Design vga_fb_reader, sky130hd; sources not shown.
Figure 1. Clock network drawn from the DEF (run 1).
Scale bar: 20 um.
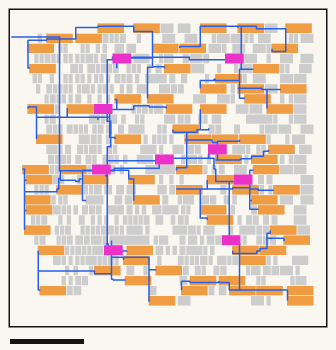
- orange: flip-flops (count 75)
- magenta: cells driving clock nets (count 9)
- blue: clock wires (length 826 um)
- routed clock nets: 10
Clock Power: 1.06 mW
Latency at later pin: 0.34 ns
Clk network pwr share: 39.9%

Figure 2. Where the registers sit (run 1).
Scale bar: 20 um.
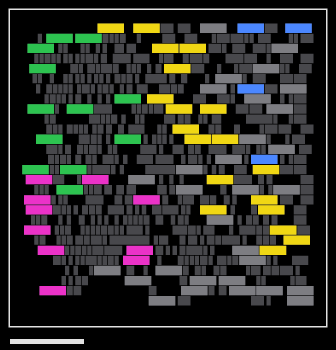
- yellow: `fb_addr` (sequential cells 19)
- magenta: `u_timing.v_cnt` (sequential cells 10)
- green: `line_base` (sequential cells 12)
- blue: `vga_r` (sequential cells 4; where north-east)
flip-flop and latch area: 1500 um^2
Seq/total area: 36.2%
Power Sequential: 1.45 mW

Figure 3. A small window of the routed layout (run 1).
Region (49, 6) to (79, 36) um. Cells in gray, sequential cells in the stronger gray; small squares are vias.
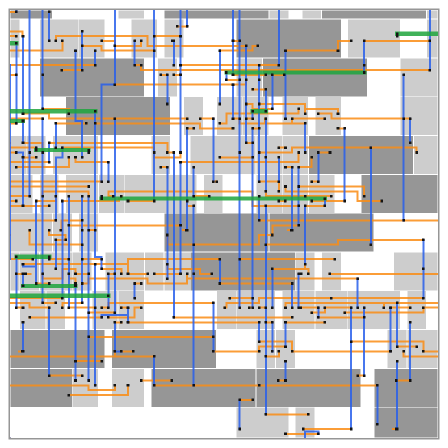
- green: met3
- blue: met2
- orange: met1
- cells with their middle in the window: 75
- most frequent: dfxtp_1 (16)
- sequential cells in the window: 16

Figure 4. Cell sizes after repair (run 1).
Scale bar: 20 um.
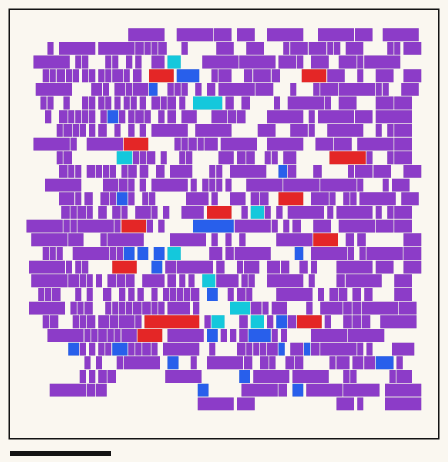
- cyan: drive 3 to 4 (cells 9; share 1.7%)
- purple: drive 1 or less (cells 474; share 91%)
- red: drive 6 and up (cells 12; share 2.3%)
- blue: drive 2 (cells 24; share 4.6%)
area delta synth->final: 22.6%
final instance area: 4150 um^2
bufs w/o clock: 56

==> impl_metrics.toml, run 1 <==
# physical design summary
[clocking]
cts_hold_buf = 0
clockRootBuffer = "clkbuf_8"
numCtsBuffers = 9
cts_max_level = 3
cts_tree = "yes"

[worst_setup_path]
crit_family = "buffers and inverters"
r2r_setup_slack_ns = 0.27
path_class = "register to output port"
reg2regPathDepth = 9
worstPathRequired_ns = 1.58
crit_slowest_cell = "clkdlybuf4s50_1"
arrival_ns = 1.38

[grt]
met3_usage_pct = 4.66
grt_pass1_vias = 2678
top_usage_layer = "met2"
grt_use_met2_pct = 31.3
grt_overflow_total = 0

[yosys]
syn_area_um2 = 3380
synth_cell_type_count = 36
ys_cells = 460
aoi_share_pct = 10.8
xor_area_share_pct = 3.11
ys_sh_mux_pct = 0

[finish]
nonClockInverterCount = 77
utilization_pct = 69.3
layout-drive-gt1-share_pct = 8.67
stdcell_count = 594
diodes = 0
flop-count = 75
comb_share_pct = 36.6
nClkBuffers = 10

[power]
power_leader = "sequential cells"
power.share.combinational_pct = 5.5
ir_drop_v = 0.000498
power.static_leakage_nw = 1.82
powerComb_uw = 148
seqPwrFrac_pct = 54.6
powerDensity_nw_per_um2 = 642
p_switching_uw = 582

[placement]
place_inst = 578
io_buffers = 49
place_ws_ns = 0.141
routabilityCongestion = 0.901

[route]
top_layer_used = "met4"
via_per_inst = 5.08
wl_per_cell_um = 12.4
dr.pass1.iters = 5

[floorplanning]
fp_util_pct = 56.5
die_w_um = 85.2
die-area_um2 = 7250
io_pins = 50
core_area_um2 = 5990

[worst_hold_path]
hold_class = "register to register"

[timing]
setup_viol = 0
setup_tns_ns = 0
finalMaxSlewViolations = 0
hold_viol = 0
timing.final.ws_setup_ns = 0.204
holdWs_ns = 0.311

[outcome]
outcome = "completed"
## run 1: cells in the final DEF (no fill, tap or decap), types with 2 or more instances in the layout
master,n
buf_4,6
xnor2_1,3
a21oi_1,26
nor3_1,5
nor2_1,57
clkinv_2,3
o21ai_0,24
ha_1,8
dfxtp_1,75
nand2_2,5
nand3_1,26
clkbuf_8,10
inv_1,74
clkdlybuf4s50_1,49
nand3b_1,2
nor2_2,5
nand2_1,92
xor2_1,9
inv_2,2
or2_2,4
o21a_1,5
o21ai_1,4
nand4_1,8
## run 1: what timing repair did
action | CTS | global route
setup endpoints to repair | 0 | 1
gates resized | 0 | 2
setup buffers | 0 | 1
## run 1: cells in the mapped netlist
cell type / count / area, um^2
nand4_2: 1 / 12.5
buf_6: 4 / 45.0
nand3b_1: 2 / 15.0
inv_2: 2 / 7.51
o22ai_1: 1 / 6.26
a21oi_1: 26 / 130
xor2_1: 9 / 78.8
nand3_1: 26 / 130
a31oi_1: 1 / 6.26
nor2_1: 57 / 214
or2_2: 4 / 25.0
nand3_2: 1 / 10.0
o21ai_1: 4 / 20.0
buf_2: 2 / 10.0
nor3_1: 5 / 25.0
o311ai_0: 1 / 8.76
inv_1: 74 / 278
nor4b_1: 1 / 8.76
o31ai_1: 1 / 7.51
buf_4: 2 / 15.0
nand4_1: 8 / 50.1
o21a_1: 5 / 37.5
nor2_2: 5 / 31.3
o211ai_2: 1 / 12.5
nor2_4: 1 / 11.3
o21ai_0: 24 / 120
nand2_1: 92 / 345
clkbuf_1: 4 / 15.0
clkinv_1: 1 / 3.75
fa_1: 1 / 20.0
ha_1: 8 / 100
o21ai_2: 2 / 17.5
dfxtp_1: 75 / 1500
and3_1: 1 / 6.26
xnor2_1: 3 / 26.3
nand2_2: 5 / 31.3
Figure 5. Clock routing (run 1).
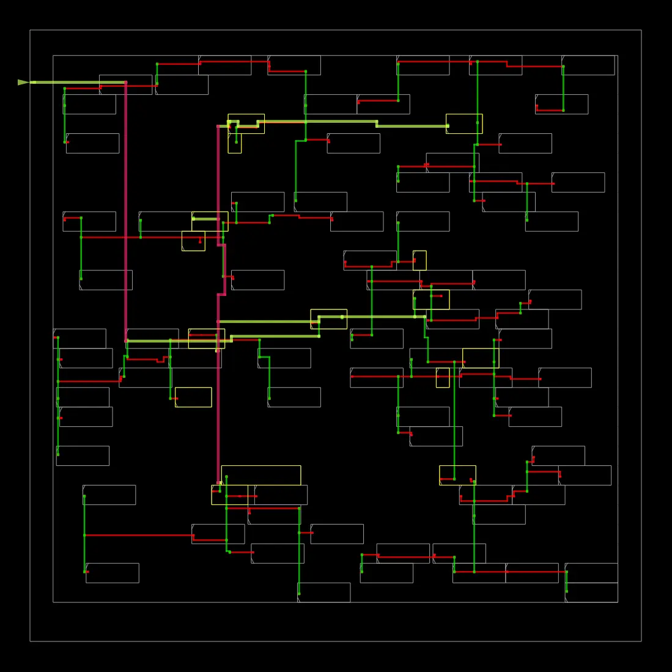

## Run 2: what changed since run 1
--- a/config.mk
+++ b/config.mk
@@ -6,10 +6,12 @@
 export NUM_CORES = 1
 export LEC_CHECK = 0
 export ABC_AREA = 1
-export CORE_MARGIN = 3
+export CAP_MARGIN = 20
+export CORE_MARGIN = 2
 export CORE_UTILIZATION = 54
 export DETAILED_ROUTE_END_ITERATION = 7
 export PLACE_DENSITY_LB_ADDON = 0.05
+export REMOVE_ABC_BUFFERS = 1
 export SLEW_MARGIN = 20
 export SYNTH_ARGS = -nofsm -noshare
 export SYNTH_HDL_FRONTEND = slang
Figure 6. Clock routing (run 2).
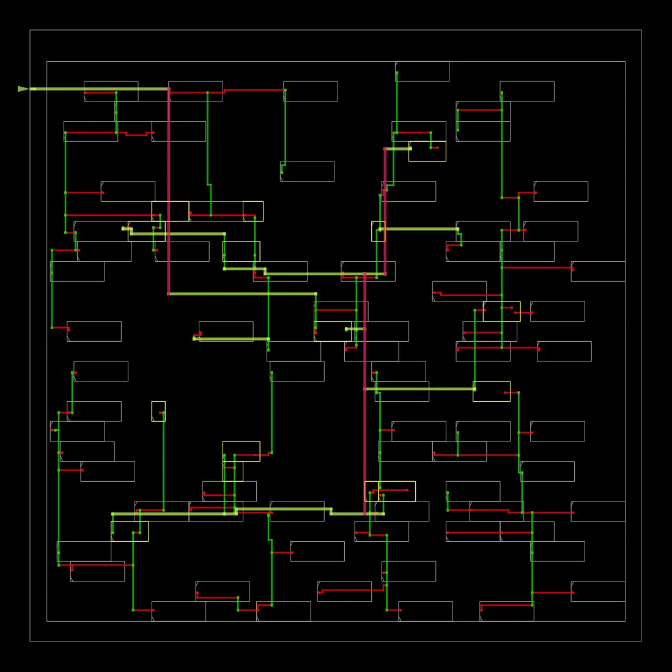
final sequential cell count: 75
Sink Count: 75
Clock Power: 961 uW
Latency at later pin: 0.35 ns

==> impl_metrics.toml, run 2 <==
# physical design summary
[grt]
top_usage_layer = "met2"
grt_pass1_vias = 2684
grt_use_met2_pct = 34.5
grt_pass1_wl_um = 12300
grt_use_met1_pct = 28.5
grtUsageTotal_pct = 21.8
antenna_found_initial = 0
grt_max_degree = 25
met3_usage_pct = 6.96
grt_overflow_total = 0

[route]
ant_nets = 0
dr.pass1.iters = 5
wl_met3_um = 566
wl_met1_um = 3370
wl_um = 7250
vias = 3022
drt_iter0_drc = 159
via_per_inst = 5.05
drc = 0
top_layer_used = "met4"
wl_per_cell_um = 12.1
wl_met2_um = 3200

[placement]
hpwl_um = 5350
io_buffers = 49
routabilityCongestion = 0.937
place_ws_ns = 0.121

[floorplanning]
core_area_um2 = 5990
die_w_um = 83.2
fp_util_pct = 56.5
row_count = 28
io_pins = 50
die_y_um = 83.2
die-area_um2 = 6910

[finish]
diodes = 0
layout-drive-gt1-share_pct = 9.18
final_nets = 542
most-common-layout-cells = "nand2_1, dfxtp_1, inv_1, nor2_1, clkdlybuf4s50_1"
largest_reg_flops = 19
area_growth_syn_to_layout_pct = 22.4
final_common_cell = "nand2_1"

[flow_run]
warnings = 27
cap_viol_max_count = 0

[timing]
setup_viol = 0
setup_tns_ns = 0
rsz0062_at_grt = "no"
finalMaxSlewViolations = 0
worst_slew_pin_slew_ns = 0.406
fin_crit_ns = 1.91
fin_crit_sh_pct = 91.0
slew_headroom_pct = 72.9
hold_viol = 0
timing.final.ws_setup_ns = 0.189
fmax_mhz = 523

[yosys]
synthArstFlopShare_pct = 0
ys_ff = 75
yosys_warnings = 0
ys_seq_share_pct = 44.4
synthTopCellsByCount = "nand2_1, dfxtp_1, inv_1"
yosys.area.top_type = "dfxtp_1"
top_cell = "nand2_1"
ys_area_um2 = 3380
synth_cell_type_count = 36
syn_area_per_cell_um2 = 7.35
syn_area_um2 = 3380
yosysTopAreaCellShare_pct = 44.4
syn_inst = 460
ff_type = "dfxtp_1"
area_leaders = "dfxtp_1, nand2_1, inv_1"
synth-edff-count = 0
ys_cells = 460

[worst_setup_path]
end_kind = "register"
arrival_ns = 2.06
r2r_setup_slack_ns = 0.19
critPathLaunchType = "register"
path_class = "register to register"
reg2regPathDepth = 9
worstPathRequired_ns = 2.25
worstPathMaxFanout = 4

[clocking]
clkSlewWorstSetupHoldPaths_ns = 0.08
clock_path_buffers = 2
cts_hold_buf = 0
clockRootBuffer = "clkbuf_8"
cts_max_level = 3
cts_tree = "yes"
numCtsBuffers = 9

[worst_hold_path]
hold_class = "register to register"
min_path_cells = 1

[power]
p_int_mw = 1.96
p_sw_share_pct = 23.5
p_switching_uw = 603
ir_drop_v = 0.000593
seqPwrFrac_pct = 56.7
powerDensity_nw_per_um2 = 618
power.static_leakage_nw = 1.82
power.share.combinational_pct = 5.8
pwr-share-clk_pct = 37.5

[outcome]
outcome = "completed"
Figure 7. Where the registers sit (run 2).
Scale bar: 20 um.
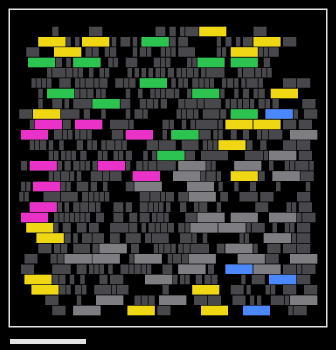
- magenta: `u_timing.v_cnt` (sequential cells 10; where west)
- yellow: `fb_addr` (sequential cells 19; where widely spread)
- blue: `vga_r` (sequential cells 4; where south-east)
- green: `line_base` (sequential cells 12)
Seq/total area: 36.3%
Final Core Density: 69.1%

[run 2: cell counts after synthesis]
Identical to the previous run, type by type.
[run 2: repair_timing]
action	in CTS	in global routing
buffers inserted	0	2
gates resized	0	1
setup endpoints to repair	0	2
[run 2: kinds of logic after synthesis]
family / count (synthesis) / share of synthesized area [%]
AND-OR/OR-AND: 66 / 10.8
XOR/XNOR: 12 / 3.11
adder cells (fa/ha/maj): 9 / 3.55
buffers and inverters: 89 / 11.1
flip-flops: 75 / 44.4
AND/OR/NAND/NOR: 209 / 27.1
[run 2: final cells by class]
class	instances	area, um^2
timing repair buffer	60	573
sequential	75	1500
inverter	77	289
multi-input combinational	296	1520
clock buffer	10	138
tap	75	93.8
clock inverter	5	30.0
fill	490	1850
[run 2: worst max-delay path, cell delays in order (launching register included)]
cell     delay (ns)
dfxtp_1        0.39
ha_1           0.16
inv_1          0.05
fa_1           0.43
o21ai_4        0.21
nand3_1        0.13
nand2_1        0.09
nand2_1        0.04
o21ai_0        0.14
inv_1          0.06
[run 2: power groups by stage]
| stage | clock [mW] | sequential, mW | combinational, mW |
|---|---|---|---|
| after floorplan | 0 | 1.51 | 0.0502 |
| after global placement | 0 | 1.48 | 0.146 |
| after detailed placement | 0 | 1.48 | 0.148 |
| after CTS | 0.989 | 1.45 | 0.149 |
| after global routing | 1.05 | 1.45 | 0.162 |
| final | 0.961 | 1.45 | 0.149 |
[run 2: per-stage QoR]
step	instance area (um^2)	hold slack, ns	util, %	power, mW	instances
finish	4140	0.313	69.1	2.56	598
global route	4140	0.335	69.1	2.67	598
CTS	4120	0.315	68.7	2.59	596
detailed placement	3950	0.296	65.9	1.63	581
global placement	3950	0.296	65.9	1.63	581
floorplan	3300	0.290	-	1.56	448
Power figures rest on the tool's default switching activity, not on a simulated workload.
